[src/rtl/spi_slave_responder_if.sv]
// Signal bundle between an SPI responder and its surroundings: the serial pins plus the
// host-side tx buffer handshake, rx word output and status pulses.
interface spi_slave_responder_if #(
  parameter int unsigned n = 8
) ();

  logic         sclk;
  logic         cs_n;
  logic         mosi;
  logic         miso;
  logic         miso_oe;
  logic [n-1:0] tx_data;
  logic         tx_valid;
  logic         tx_ready;
  logic [n-1:0] rx_data;
  logic         rx_valid;
  logic         tx_underrun;
  logic         frame_err;
  logic         busy;

  modport slave (
    input  sclk,
    input  cs_n,
    input  mosi,
    input  tx_data,
    input  tx_valid,
    output miso,
    output miso_oe,
    output tx_ready,
    output rx_data,
    output rx_valid,
    output tx_underrun,
    output frame_err,
    output busy
  );

  modport master (
    output sclk,
    output cs_n,
    output mosi,
    output tx_data,
    output tx_valid,
    input  miso,
    input  miso_oe,
    input  tx_ready,
    input  rx_data,
    input  rx_valid,
    input  tx_underrun,
    input  frame_err,
    input  busy
  );

endinterface

[src/rtl/spi_slave_responder.sv]
// SPI mode-0 responder: oversamples the SPI pins in the clk domain, deserialises MOSI and
// serialises a one-deep buffered tx word onto MISO, with underrun and aborted-frame flags.
module spi_slave_responder #(
  parameter int unsigned n         = 8,
  parameter bit          MSB_FIRST = 1'b1
) (
  input  logic                   clk,
  input  logic                   rst,
  spi_slave_responder_if.slave   bus_io
);

  localparam int unsigned CntW = (n > 1) ? $clog2(n) : 1;
  localparam logic [CntW-1:0] LastBit = CntW'(n - 1);

  typedef enum logic [0:0] {StIdle, StActive} state_e;

  // Sync chains: [0] and [1] are the synchroniser, [2] is the history flop.
  logic [2:0] sclk_sync_q, cs_sync_q, mosi_sync_q;

  state_e          state_q, state_d;
  logic [CntW-1:0] bit_cnt_q, bit_cnt_d;
  logic [n-1:0]    tx_shift_q, tx_shift_d;
  logic [n-1:0]    rx_shift_q, rx_shift_d;
  logic [n-1:0]    rx_data_q, rx_data_d;
  logic            rx_valid_q, rx_valid_d;
  logic            tx_underrun_q, tx_underrun_d;
  logic            frame_err_q, frame_err_d;
  logic [n-1:0]    buf_q, buf_d;
  logic            buf_valid_q, buf_valid_d;

  logic sclk_rise, sclk_fall, cs_fall, cs_rise, mosi_s;
  logic accept, reload;
  logic [n-1:0] rx_next, tx_shifted;

  assign sclk_rise = sclk_sync_q[1] & ~sclk_sync_q[2];
  assign sclk_fall = ~sclk_sync_q[1] & sclk_sync_q[2];
  assign cs_fall   = ~cs_sync_q[1] & cs_sync_q[2];
  assign cs_rise   = cs_sync_q[1] & ~cs_sync_q[2];
  assign mosi_s    = mosi_sync_q[1];

  assign accept = bus_io.tx_valid & ~buf_valid_q;

  always_comb begin
    if (MSB_FIRST) begin
      rx_next    = {rx_shift_q[n-2:0], mosi_s};
      tx_shifted = {tx_shift_q[n-2:0], 1'b0};
    end else begin
      rx_next    = {mosi_s, rx_shift_q[n-1:1]};
      tx_shifted = {1'b0, tx_shift_q[n-1:1]};
    end
  end

  always_comb begin
    state_d       = state_q;
    bit_cnt_d     = bit_cnt_q;
    tx_shift_d    = tx_shift_q;
    rx_shift_d    = rx_shift_q;
    rx_data_d     = rx_data_q;
    rx_valid_d    = 1'b0;
    tx_underrun_d = 1'b0;
    frame_err_d   = 1'b0;
    buf_d         = buf_q;
    buf_valid_d   = buf_valid_q;
    reload        = 1'b0;

    unique case (state_q)
      StIdle: begin
        if (cs_fall) begin
          state_d   = StActive;
          bit_cnt_d = '0;
          reload    = 1'b1;
        end
      end
      StActive: begin
        // A cs_n edge takes priority; a coincident sclk edge is dropped.
        if (cs_rise) begin
          state_d     = StIdle;
          frame_err_d = (bit_cnt_q != '0);
          bit_cnt_d   = '0;
          tx_shift_d  = '0;
          rx_shift_d  = '0;
        end else if (sclk_rise) begin
          rx_shift_d = rx_next;
          if (bit_cnt_q == LastBit) begin
            bit_cnt_d  = '0;
            rx_data_d  = rx_next;
            rx_valid_d = 1'b1;
          end else begin
            bit_cnt_d = bit_cnt_q + CntW'(1);
          end
        end else if (sclk_fall) begin
          if (bit_cnt_q == '0) begin
            reload = 1'b1;
          end else begin
            tx_shift_d = tx_shifted;
          end
        end
      end
      default: state_d = StIdle;
    endcase

    // Reload sees the buffer as it was before this cycle's accept.
    if (reload) begin
      tx_shift_d    = buf_valid_q ? buf_q : '0;
      tx_underrun_d = ~buf_valid_q;
      buf_valid_d   = 1'b0;
    end
    if (accept) begin
      buf_d       = bus_io.tx_data;
      buf_valid_d = 1'b1;
    end
  end

  always_ff @(posedge clk or posedge rst) begin
    if (rst) begin
      // cs_n chain resets low so a frame cut by reset cannot restart without a fresh fall.
      sclk_sync_q   <= '0;
      cs_sync_q     <= '0;
      mosi_sync_q   <= '0;
      state_q       <= StIdle;
      bit_cnt_q     <= '0;
      tx_shift_q    <= '0;
      rx_shift_q    <= '0;
      rx_data_q     <= '0;
      rx_valid_q    <= 1'b0;
      tx_underrun_q <= 1'b0;
      frame_err_q   <= 1'b0;
      buf_q         <= '0;
      buf_valid_q   <= 1'b0;
    end else begin
      sclk_sync_q   <= {sclk_sync_q[1:0], bus_io.sclk};
      cs_sync_q     <= {cs_sync_q[1:0], bus_io.cs_n};
      mosi_sync_q   <= {mosi_sync_q[1:0], bus_io.mosi};
      state_q       <= state_d;
      bit_cnt_q     <= bit_cnt_d;
      tx_shift_q    <= tx_shift_d;
      rx_shift_q    <= rx_shift_d;
      rx_data_q     <= rx_data_d;
      rx_valid_q    <= rx_valid_d;
      tx_underrun_q <= tx_underrun_d;
      frame_err_q   <= frame_err_d;
      buf_q         <= buf_d;
      buf_valid_q   <= buf_valid_d;
    end
  end

  logic active;
  assign active = (state_q == StActive);

  always_comb begin
    bus_io.miso = 1'b0;
    if (active) begin
      bus_io.miso = MSB_FIRST ? tx_shift_q[n-1] : tx_shift_q[0];
    end
  end

  assign bus_io.miso_oe     = active;
  assign bus_io.busy        = active;
  assign bus_io.tx_ready    = ~buf_valid_q;
  assign bus_io.rx_data     = rx_data_q;
  assign bus_io.rx_valid    = rx_valid_q;
  assign bus_io.tx_underrun = tx_underrun_q;
  assign bus_io.frame_err   = frame_err_q;

endmodule

[src/flat_wrapper.sv]
// flat-port wrapper written by rule: the top's interface ports become plain ports
module spi_slave_responder_flat 
#(
  parameter int unsigned n         = 8,
  parameter bit          MSB_FIRST = 1'b1
)
  (clk, rst, bus_io_sclk, bus_io_cs_n, bus_io_mosi, bus_io_tx_data, bus_io_tx_valid, bus_io_miso, bus_io_miso_oe, bus_io_tx_ready, bus_io_rx_data, bus_io_rx_valid, bus_io_tx_underrun, bus_io_frame_err, bus_io_busy);
  spi_slave_responder_if #(.n(n)) bus_io_i ();
  input  logic clk;
  input  logic rst;
  input wire logic [$bits(bus_io_i.sclk)-1:0] bus_io_sclk;
  input wire logic [$bits(bus_io_i.cs_n)-1:0] bus_io_cs_n;
  input wire logic [$bits(bus_io_i.mosi)-1:0] bus_io_mosi;
  input wire logic [$bits(bus_io_i.tx_data)-1:0] bus_io_tx_data;
  input wire logic [$bits(bus_io_i.tx_valid)-1:0] bus_io_tx_valid;
  output wire logic [$bits(bus_io_i.miso)-1:0] bus_io_miso;
  output wire logic [$bits(bus_io_i.miso_oe)-1:0] bus_io_miso_oe;
  output wire logic [$bits(bus_io_i.tx_ready)-1:0] bus_io_tx_ready;
  output wire logic [$bits(bus_io_i.rx_data)-1:0] bus_io_rx_data;
  output wire logic [$bits(bus_io_i.rx_valid)-1:0] bus_io_rx_valid;
  output wire logic [$bits(bus_io_i.tx_underrun)-1:0] bus_io_tx_underrun;
  output wire logic [$bits(bus_io_i.frame_err)-1:0] bus_io_frame_err;
  output wire logic [$bits(bus_io_i.busy)-1:0] bus_io_busy;
  assign bus_io_i.sclk = bus_io_sclk;
  assign bus_io_i.cs_n = bus_io_cs_n;
  assign bus_io_i.mosi = bus_io_mosi;
  assign bus_io_i.tx_data = bus_io_tx_data;
  assign bus_io_i.tx_valid = bus_io_tx_valid;
  assign bus_io_miso = bus_io_i.miso;
  assign bus_io_miso_oe = bus_io_i.miso_oe;
  assign bus_io_tx_ready = bus_io_i.tx_ready;
  assign bus_io_rx_data = bus_io_i.rx_data;
  assign bus_io_rx_valid = bus_io_i.rx_valid;
  assign bus_io_tx_underrun = bus_io_i.tx_underrun;
  assign bus_io_frame_err = bus_io_i.frame_err;
  assign bus_io_busy = bus_io_i.busy;
  spi_slave_responder #(.n(n), .MSB_FIRST(MSB_FIRST)) u_core (.clk(clk), .rst(rst), .bus_io(bus_io_i));
endmodule
[config.mk]
export PLATFORM = sky130hd
export DESIGN_NAME = spi_slave_responder_flat
export DESIGN_NICKNAME = d
export VERILOG_FILES = /design/src/rtl/spi_slave_responder_if.sv /design/src/rtl/spi_slave_responder.sv /design/src/flat_wrapper.sv
export SDC_FILE = /design/constraint.sdc
export NUM_CORES = 1
export LEC_CHECK = 0
export ABC_CLOCK_PERIOD_IN_PS = 3300
export CORE_MARGIN = 5
export CORE_UTILIZATION = 30
export CTS_CLUSTER_SIZE = 24
export DETAILED_ROUTE_END_ITERATION = 8
export PLACE_DENSITY_LB_ADDON = 0.15
export RECOVER_POWER = 25
export SYNTH_ARGS = -nofsm -noshare
export SYNTH_HDL_FRONTEND = slang
export SYNTH_SLANG_ARGS = --single-unit
[constraint.sdc]
create_clock -name clk -period 3.3 [get_ports clk]
set_input_delay 0.495 -clock clk [delete_from_list [all_inputs] [get_ports clk]]
set_output_delay 0.495 -clock clk [all_outputs]
set_load 0.03 [all_outputs]
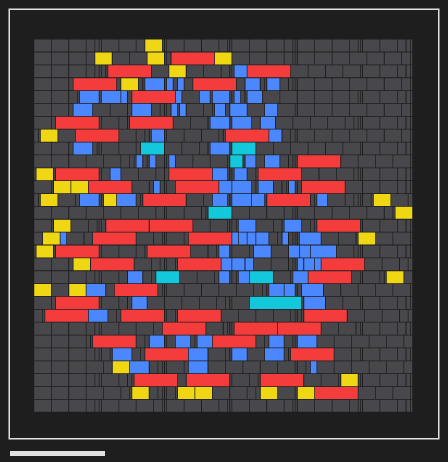
**Above:** cells coloured by class.
Bar = 20 um. Fill, decap, tap and diode cells in grey.
registers: shown in red, cells 47. clock drivers and dummy loads: shown in cyan, cells 7. remaining logic cells: shown in blue, cells 90. remaining buffers and delay cells: shown in yellow, cells 29.

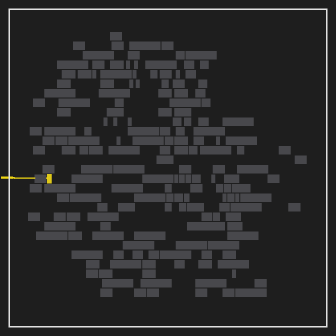
**Above:** I/O nets highlighted.
rst: shown in yellow, bits 1, direction input, end cells 1, buffers 1, wire 7.30 um.

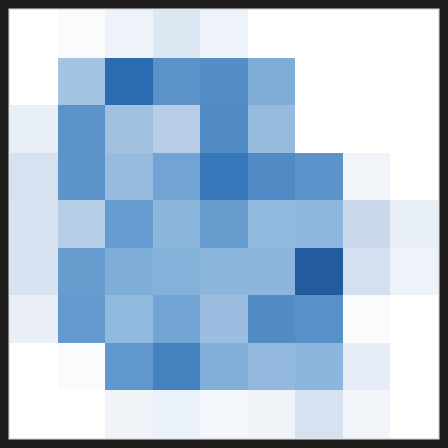
**Above:** placement density heat map.
The die is cut into 9 by 9 equal tiles; white is low, dark blue is high, 0 to 100% covered.
2.5% of the tiles are over 75% full. 24% of the tiles are nearly empty. The mean over all tiles is 28%. The densest ninth of the die: centre. The fullest tile reaches 83%.

==> results.sh <==
# flow metrics
export IMPL_first_global_vias=1279
export IMPL_critical_path_arrival_ns=1.67
export IMPL_rows=29
export IMPL_place_gp_congestion=0.766
export IMPL_drt_initial_drc_count=133
export IMPL_setup_viol=0
export IMPL_ios=29
export IMPL_postSynthSeqShare_pct=60.5
export IMPL_drt_wirelength_per_cell_um=14.9
export IMPL_post_place_cells=243
export IMPL_synth_edff_count=0
export IMPL_drive_gt1_share_pct=20.2
export IMPL_tool_warnings=27
export IMPL_postSynthCellCount=145
export IMPL_finalCriticalPeriod_ns=2.16
export IMPL_hpwlAfterDp_mm=2.61
export IMPL_postSynth_asyncResetShare_pct=100
export IMPL_p_leak_uw=0.00107
export IMPL_die_area_um2=8190
export IMPL_topCellsByArea="dfrtp_1, mux2_2, a22o_1"
export IMPL_yosys_area_top_type="dfrtp_1"
export IMPL_synth_top_cell_area_share_pct=60.5
export IMPL_ys_cells=145
export IMPL_hold_path_startpoint="u_core.mosi_sync_q[0]"
export IMPL_grt_pass1_wl_mm=6.49
export IMPL_nets=190
export IMPL_ys_warn_count=0
export IMPL_max_cap_violations=0
export IMPL_finalClockSkew_ns=0.00307
export IMPL_timing_final_max_slew_violations=0
export IMPL_initCoreUtil_pct=30.8
export IMPL_drc_errors=0
export IMPL_place_area_um2=2280
export IMPL_worstSkewPairLatency_ns=0.30
export IMPL_netlist_area_um2=1940
export IMPL_clock_sinks=47
export IMPL_clockBufferDepth=2
export IMPL_synth_cell_type_count=35
export IMPL_worstPathMaxFanout=10
export IMPL_vias=1246
export IMPL_area_growth_pct=22.7
export IMPL_max_freq_ghz=0.462
export IMPL_final_area_um2=2380
export IMPL_cts_buffers=5
export IMPL_worstSetupEndpointType="output pin"
export IMPL_antennaDiodeCount=0
export IMPL_syn_nets=162
export IMPL_overflow=0
export IMPL_critPathKind="reg2out"
export IMPL_rsz0062_at_grt="false"
export IMPL_cts_resized=0
export IMPL_antenna_found_initial=0
export IMPL_min_period_over_period_pct=65.5
export IMPL_synth_avg_cell_area_um2=13.4
export IMPL_worst_hold_slack_ns=0.358
export IMPL_wl_mm=3.72
export IMPL_final_hold_violation_count=0
export IMPL_tightest_slew_ns=1.12
export IMPL_yosys_stat_area_um2=1940
export IMPL_peakVddDrop_mv=0.236
export IMPL_cts_tree="done"
export IMPL_via_per_inst=4.98
export IMPL_postCtsSetupRepairBufs=0
export IMPL_critPathLaunch="u_core.bus_io.busy"
export IMPL_hold_class="reg2reg"
export IMPL_outcome="completed"
export IMPL_dr_pass1_iters=4
export IMPL_antenna_left=0
export IMPL_die_h_um=90.5
export IMPL_slew_headroom_pct=24.8
export IMPL_ff_type="dfrtp_1"
export IMPL_start_kind="flip-flop"
export IMPL_cts_hold_buf=0
export IMPL_die_w_um=90.5
export IMPL_numPortBuffers=28
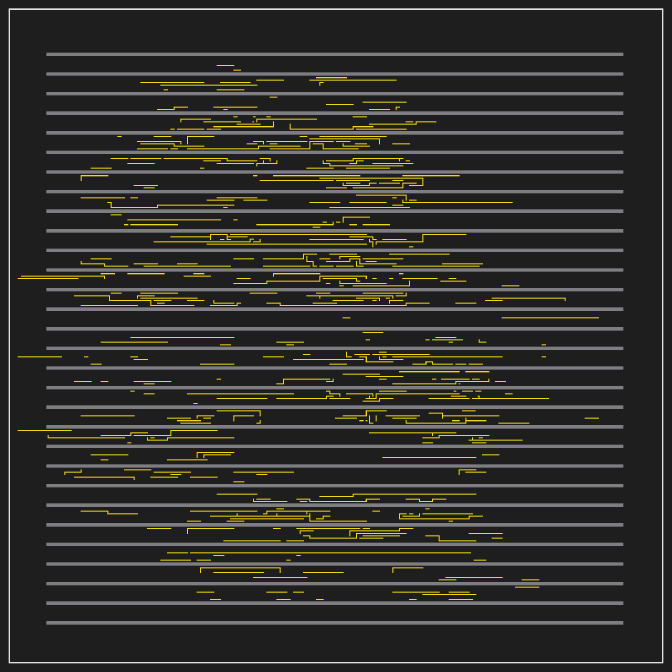
**Above:** met1 routing.
Supply wires on this layer in grey.
The longest straight run is 38.8 um. The layer holds 50% of the routed length. 171 nets have wire on it. The layer carries 1,870 um of wire. The wires run mostly horizontal.

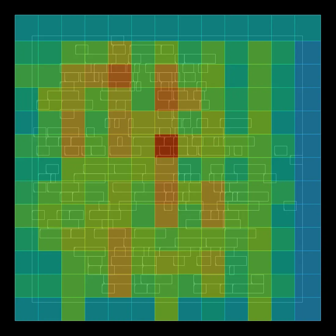
**Above:** track usage over the die.
Final Util: 37.8%
met2 Resource Use GR: 13.1%
gr usage total: 9.56%

-- worst max-delay path, stage by stage (launching register included) --
cell             delay [ns]
dfrtp_1                0.53
and2_1                 0.18
clkdlybuf4s50_1        0.66
-- worst paths after layout --
path,cells past startpoint,endpoint,slack (ns)
setup reg to reg,3,u_core.bit_cnt_q[0],1.41
min in group asynchronous,2,u_core.bus_io.rx_data[0],0.78
setup / recovery,2,bus_io_miso,1.14
hold reg to reg,0,u_core.mosi_sync_q[1],0.36
max in group asynchronous,3,u_core.tx_shift_q[2],1.79
hold / removal,0,u_core.mosi_sync_q[1],0.36
-- power breakdown --
part	leakage (uW)	switching, uW	internal, uW
Clock	0.0000502	192	222
Combinational	0.000431	166	181
Sequential	0.000593	84.3	691
-- kinds of logic (layout without fill, tap and decap cells) --
group | Yosys count | after routing | synth area share [%]
compound gates | 34 | 34 | 15.0
buf+inv | 17 | 45 | 4.19
simple gates | 25 | 25 | 7.21
mux | 18 | 18 | 10.6
flops | 47 | 47 | 60.5
fa+ha+maj | 4 | 4 | 2.51
-- placed cells by master, fill, tap and decap left out, drive strengths merged, types with 2 or more instances in the layout --
master         Yosys  routed
nand2              9       9
and3               2       2
ha                 3       3
o211ai             7       7
a2bb2oi            7       7
dfrtp             47      47
or2                2       2
nand2b             3       3
clkdlybuf4s50      0      24
inv                9       8
a22o               8       8
nor2b              2       2
and2b              2       2
mux2              17      17
clkbuf             3       5
o32a               7       7
dlygate4sd3        0       4
-- state kept, by name, indices dropped and copies added, names as in the netlist --
register	flops
u_core.bus_io.tx_underrun	1
u_core.bit_cnt_q	3
u_core.rx_shift_q	7
u_core.buf_valid_q	1
u_core.bus_io.rx_data	8
u_core.bus_io.frame_err	1
u_core.sclk_sync_q	3
u_core.buf_q	8
u_core.bus_io.rx_valid	1
u_core.tx_shift_q	8
u_core.mosi_sync_q	2
u_core.bus_io.busy	1
u_core.cs_sync_q	3
-- metal layers --
metal	up-vias	routed length [um]	track usage, %
li1	579	-	-
met1	641	1870	14.0
met2	21	1620	13.1
met3	5	179	3.25
met4	0	51	2.98
met5	-	0	0
-- synthesized netlist by cell type (2+ instances only) --
library cell,n
dfrtp_1,47
mux2_2,16
a22o_1,8
inv_1,8
nand2_1,8
a2bb2oi_1,7
o211ai_1,7
o32a_2,5
clkbuf_1,3
ha_1,3
nand2b_1,3
and3_1,2
buf_2,2
buf_4,2
nor2b_1,2
o32a_1,2
or2_2,2
-- through the flow --
step           total power (uW)  util [%]  setup WS (ns)
6_report                   1540      37.8           1.14
5_1_grt                    1630      37.8           1.03
4_1_cts                    1560      37.8           1.10
3_5_place_dp               1140      36.1           1.21
3_3_place_gp               1120      36.1           1.27
2_1_floorplan              1030         -           1.54
-- area by class of cell --
type | instances | area, um^2
fill | 627 | 3930
sequential | 47 | 1180
multi-input combinational | 81 | 684
timing repair buffer | 29 | 288
tap | 77 | 96.3
clock buffer | 5 | 68.8
clock inverter | 2 | 37.5
inverter | 9 | 33.8
Power is estimated from default activity; no workload was simulated.
